**src/rtl/guess_game_param.sv**
```systemverilog
// Parametrised number-guessing game: free-running secret counter, one check per
// button press, registered comparison LEDs, try counter and win/lose status.
module guess_game_param #(
    parameter int WIDTH     = 8,
    parameter int RANGE_MAX = 2**WIDTH-1,
    parameter int MAX_TRIES = 7,
    parameter int TRY_W     = $clog2(MAX_TRIES+1)
) (
    input  logic             clk,
    input  logic             reset,
    input  logic             i_enter,
    input  logic [WIDTH-1:0] i_guess,
    output logic [WIDTH-1:0] o_actual,
    output logic             o_over,
    output logic             o_under,
    output logic             o_equal,
    output logic [TRY_W-1:0] o_tries,
    output logic             o_win,
    output logic             o_lose
);

    typedef enum logic [2:0] {
        S_GEN,
        S_REL,
        S_CHECK,
        S_WAIT,
        S_END,
        S_NEWREL
    } state_e;

    localparam logic [WIDTH-1:0] ACTUAL_MAX = WIDTH'(RANGE_MAX);
    localparam logic [TRY_W-1:0] TRIES_INIT = TRY_W'(MAX_TRIES);

    state_e           state_q, state_d;
    logic [WIDTH-1:0] actual_q, actual_d;
    logic             over_q, over_d;
    logic             under_q, under_d;
    logic             equal_q, equal_d;
    logic [TRY_W-1:0] tries_q, tries_d;
    logic             win_q, win_d;
    logic             lose_q, lose_d;

    always_comb begin
        // NOTE: every signal gets its hold value first so no path through the case infers a latch.
        state_d  = state_q;
        actual_d = actual_q;
        over_d   = over_q;
        under_d  = under_q;
        equal_d  = equal_q;
        tries_d  = tries_q;
        win_d    = win_q;
        lose_d   = lose_q;

        unique case (state_q)
            S_GEN: begin
                if (i_enter) begin
                    state_d = S_REL;
                end else begin
                    actual_d = (actual_q == ACTUAL_MAX) ? '0 : actual_q + WIDTH'(1);
                end
            end
            S_REL: begin
                if (!i_enter) state_d = S_CHECK;
            end
            S_CHECK: begin
                over_d  = (i_guess > actual_q);
                under_d = (i_guess < actual_q);
                equal_d = (i_guess == actual_q);
                if (tries_q != '0) tries_d = tries_q - TRY_W'(1);
                // A match on the last try still counts as a win.
                if (i_guess == actual_q) begin
                    state_d = S_END;
                    win_d   = 1'b1;
                end else if (tries_q <= TRY_W'(1)) begin
                    state_d = S_END;
                    lose_d  = 1'b1;
                end else begin
                    state_d = S_WAIT;
                end
            end
            S_WAIT: begin
                if (i_enter) state_d = S_REL;
            end
            S_END: begin
                if (i_enter) state_d = S_NEWREL;
            end
            S_NEWREL: begin
                // The secret is left alone so the next game starts from an unpredictable value.
                if (!i_enter) begin
                    state_d = S_GEN;
                    over_d  = 1'b0;
                    under_d = 1'b0;
                    equal_d = 1'b0;
                    win_d   = 1'b0;
                    lose_d  = 1'b0;
                    tries_d = TRIES_INIT;
                end
            end
            default: state_d = S_GEN;
        endcase
    end

    // NOTE: state registers use non-blocking assignments so all flops update together at the edge.
    always_ff @(posedge clk or posedge reset) begin
        if (reset) begin
            state_q  <= S_GEN;
            actual_q <= '0;
            over_q   <= 1'b0;
            under_q  <= 1'b0;
            equal_q  <= 1'b0;
            tries_q  <= TRIES_INIT;
            win_q    <= 1'b0;
            lose_q   <= 1'b0;
        end else begin
            state_q  <= state_d;
            actual_q <= actual_d;
            over_q   <= over_d;
            under_q  <= under_d;
            equal_q  <= equal_d;
            tries_q  <= tries_d;
            win_q    <= win_d;
            lose_q   <= lose_d;
        end
    end

    assign o_actual = actual_q;
    assign o_over   = over_q;
    assign o_under  = under_q;
    assign o_equal  = equal_q;
    assign o_tries  = tries_q;
    assign o_win    = win_q;
    assign o_lose   = lose_q;

endmodule

```
**config.mk**
```make
export PLATFORM = sky130hd
export DESIGN_NAME = guess_game_param
export DESIGN_NICKNAME = d
export VERILOG_FILES = /design/src/rtl/guess_game_param.sv
export SDC_FILE = /design/constraint.sdc
export NUM_CORES = 1
export LEC_CHECK = 0
export CAP_MARGIN = 20
export CORE_ASPECT_RATIO = 0.7
export CORE_MARGIN = 2
export CORE_UTILIZATION = 45
export DETAILED_ROUTE_END_ITERATION = 6
export HOLD_SLACK_MARGIN = 0.03
export PLACE_DENSITY = 0.79
export SLEW_MARGIN = 5
export SYNTH_ARGS = -nofsm -noshare
export SYNTH_HDL_FRONTEND = slang
export SYNTH_SLANG_ARGS = --single-unit
```
**constraint.sdc**
```tcl
create_clock -name clk -period 1.9 [get_ports clk]
set_input_delay 0.19 -clock clk [delete_from_list [all_inputs] [get_ports clk]]
set_output_delay 0.19 -clock clk [all_outputs]
set_load 0.01 [all_outputs]
```
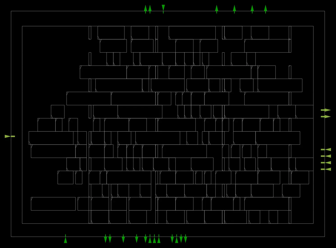
*Placed standard cells, run 1*
Placeable Area: 0.00246 mm²
number of fill cells: 214
row count: 15
Seq cells: 19

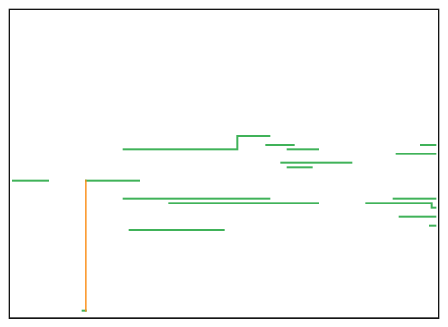
*Metal layers overlaid, run 1*
Only two layers are drawn.
[orange] M4 | wire length: 19.7 µm
[green] M3 | wire length: 151 µm

==> impl_metrics.yaml, run 1 <==
# generated from flow reports
global_route:
  grt_pass1_vias: 911
  grt_usage_pct: 18.4
  antenna_found_initial: 0
  grt_pass1_wl_um: 4130
clocking:
  h-tree-depth: 1
  cts_buffers: 3
  clkSinkCount: 19
  cts_root_buf: "clkbuf_8"
  ctsResizeCount: 0
  post-cts-setup-buffers: 0
worst_hold_path:
  hp-class: "input pin to asynchronous set/reset pin"
finish:
  drive_gt1_share_pct: 11.7
  buf_share_pct: 19.2
  nNonClkBuffers: 31
  final_cells: 188
  antenna_cells: 0
  fin_nets: 178
  final_cell_mix: "26 x clkdlybuf4s50_1, 16 x dfrtp_1, 15 x inv_1"
  largest_register_ffs: 8
  clock_cell_area_share_pct: 2.91
  register_area_um2: 479
  syn2layout_area_growth_pct: 32.5
  largest_class: "logic gates"
  final_core_util_pct: 63.0
sta:
  timing.hold.ws_ps: 244
  setup-tns-final_ps: 0
  tightestPinTransition_ps: 370
  slew_headroom_pct: 75.2
  period_minus_slack_ps: 1690
  skew_ps: 9.38
  post-route-period-util_pct: 89.2
  drv_slew: 0
yosys:
  yosysUniqueCellTypes: 32
  synth_area_mm2: 0.00117
  ys_seq_share_pct: 41.0
  ys_sh_xor_pct: 3.75
  simple_gate_area_share_pct: 19.3
  most_common_cell: "dfrtp_1"
  synthArstFlopShare_pct: 100
  avgSynthCellArea_um2: 9.74
  edf_count: 0
  ys_ff: 19
  netlist_logic_family_top: "simple AND/OR/NAND/NOR gates"
  mux_share_pct: 2.57
  top_cells_by_count: "16 x dfrtp_1, 15 x inv_1, 12 x ha_1"
critical_path:
  crit_buf_inv: 1
  startpoint_type: "flip-flop"
  arrival_ps: 1870
  r2r_setup_slack_ps: 210
  setup.worst_path.end: "state_q[0]"
  worst-r2r-cell-count: 6
  critical_path_class: "flip-flop to flip-flop"
  rr_endpoint: "state_q[0]"
  rr_startpoint: "o_actual[6]"
  critical_path.top_delay_family: "simple AND/OR/NAND/NOR gates"
  crit_fanout: 6
  max_stage_delay_ps: 420
  crit_cells: 6
  required_ps: 2080
  crit_start: "o_actual[6]"
floorplan:
  chipWidth_um: 64.9
  die_height_um: 46.6
  tapCellCount: 34
  chip_area_mm2: 0.00303
  num_io_pins: 27
power_and_ir_drop:
  p_sw_share_pct: 40.2
  power_leader: "combinational logic"
  netSwitchingPower_uw: 916
  p_leak_nw: 0.700
  p_total_mw: 2.28
  peakVddDrop_mv: 0.728
  power.density_mw_per_mm2: 1470
  pwr-share-clk_pct: 12.5
  powerComb_mw: 1.17
  power_frac_comb_pct: 51.5
  p_int_mw: 1.36
  pg_clk_uw: 284
status:
  outcome: "completed"
routing:
  drc: 0
  wl_per_cell_um: 13.7
  viasPerCell: 5.34
  first_pass_iters: 4
  ant_nets: 0
placed_design:
  routabilityCongestion: 0.775
  dp_hpwl_um: 2030
  dp.cells: 184
job:
  tool_warnings: 28
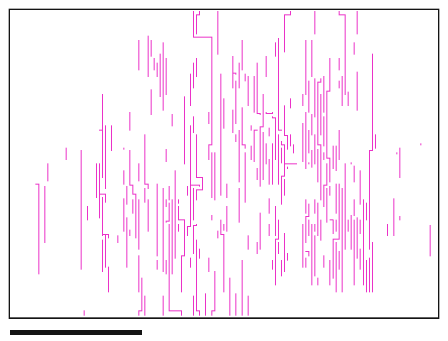
*Signal wires on met2, run 1*
Bar = 20 µm.
longest straight run: 18.4 µm
wire length on this layer: 1170 µm
share of all routed wire: 45%
Routed WL: 2580 µm
via count: 1003
M2 GR Usage: 31.5%

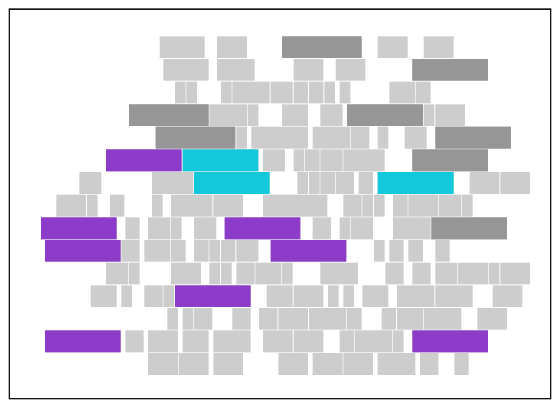
*Register map, names as in the netlist, run 1*
Other sequential cells in the stronger grey, the rest of the logic in the fainter grey.
[cyan] `state_q` | placed flops: 3
[purple] `o_actual` | placed flops: 8
not coloured: 8

[run 1: layer usage]
metal | track usage (%) | part of all wire (%) | wire length (µm) | up-vias
met5 | 0 | 0 | 0 | -
met2 | 31.5 | 45 | 1170 | 28
met1 | 24.6 | 48 | 1230 | 479
met3 | 3.18 | 5.9 | 151 | 2
met4 | 5.11 | 0.74 | 19 | 0
li1 | - | - | - | 494
[run 1: cell families (layout without fill, tap and decap cells)]
family	after synthesis	after routing
mux	2	2
compound gates	29	29
buf+inv	16	50
fa+ha+maj	12	12
xor+xnor	5	5
flops	19	19
simple gates	37	37
[run 1: metrics by stage]
stage	worst slack (ps)	instance area (µm²)
global route	90.8	1550
finish	206	1550
floorplan	261	1170
global placement	145	1500
detailed placement	103	1500
CTS	226	1550
### Nets reached from selected ports, run 1

Bar = 20 µm.
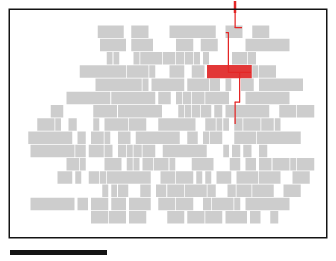

==> run 2, diff against run 1 <==
==> constraint.sdc (replaced) <==
create_clock -name clk -period 1.9 [get_ports clk]
set_input_delay 0.38 -clock clk [delete_from_list [all_inputs] [get_ports clk]]
set_output_delay 0.38 -clock clk [all_outputs]
set_load 0.01 [all_outputs]
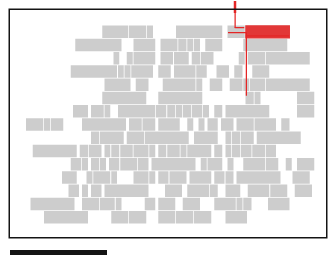
*Nets reached from selected ports, run 2*
Bar = 20 µm.
[red] `o_win` | bits: 1 | direction: output | edge: top | end cells: 1 | buffers: 1 | wire: 30.6 µm

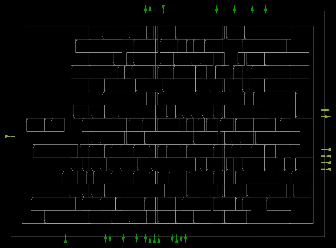
*Placed standard cells, run 2*
number of fill cells: 191
final cell count without fillers: 193
post-layout util: 64.5%
Tap Cells: 34

==> impl_metrics.yaml, run 2 <==
# generated from flow reports
critical_path:
  critical_path.top_delay_family: "flip-flops"
  required_ps: 1520
  arrival_ps: 1400
  startpoint_type: "flip-flop"
  max_stage_delay_ps: 580
  critical_path_class: "flip-flop to primary output"
routing:
  routed-wl-met3_um: 107
  postRouteWirelength_um: 2570
  viasPerCell: 5.12
  drc: 0
  ant_nets: 0
  vias: 988
  wl_met1_um: 1290
status:
  outcome: "completed"
power_and_ir_drop:
  pwr-share-clk_pct: 12.1
  pg_clk_uw: 280
  peakVddDrop_mv: 0.660
  power_frac_comb_pct: 52.7
  p_leak_nw: 0.726
  p_total_mw: 2.32
  power.density_mw_per_mm2: 1460
  power_leader: "combinational logic"
job:
  tool_warnings: 28
global_route:
  grt_pass1_vias: 959
  grt_pass1_wl_um: 4310
clocking:
  clkSinkCount: 19
  cts_root_buf: "clkbuf_8"
  post-cts-setup-buffers: 0
finish:
  buf_share_pct: 21.1
  nNonClkBuffers: 36
  nFlopsAndLatches: 19
  final_area_mm2: 0.00159
sta:
  drv_slew: 0
  setup-tns-final_ps: 0
  slew_headroom_pct: 73.0
yosys:
  avgSynthCellArea_um2: 9.74
  synth_area_mm2: 0.00117
  most_common_cell: "dfrtp_1"
floorplan:
  chip_area_mm2: 0.00303
  chipWidth_um: 64.9
placed_design:
  dp_hpwl_um: 2050
run 2: kinds of logic after synthesis:
logic type                 synth area share (%)
muxes                                      2.57
DFF                                        41.0
buffers and inverters                      5.25
adders and majority gates                  12.8
and+or+nand+nor                            19.3
AOI/OAI and AO/OA                          15.3
xor gates and xnor gates                   3.75
run 2: path summary, 6_finish.rpt:
check	startpoint	endpoint	slack, ps	depth (start not counted)
hold / removal	reset	o_actual[5]	440	3
min in group clk	o_tries[2]	o_tries[2]	490	2
setup / recovery	o_tries[0]	o_tries[0]	120	1
hold reg to reg	o_tries[2]	o_tries[2]	490	2
max in group asynchronous	reset	o_tries[2]	1200	3
setup reg to reg	o_actual[7]	state_q[0]	210	6
Power figures rest on the tool's default switching activity, not on a simulated workload.
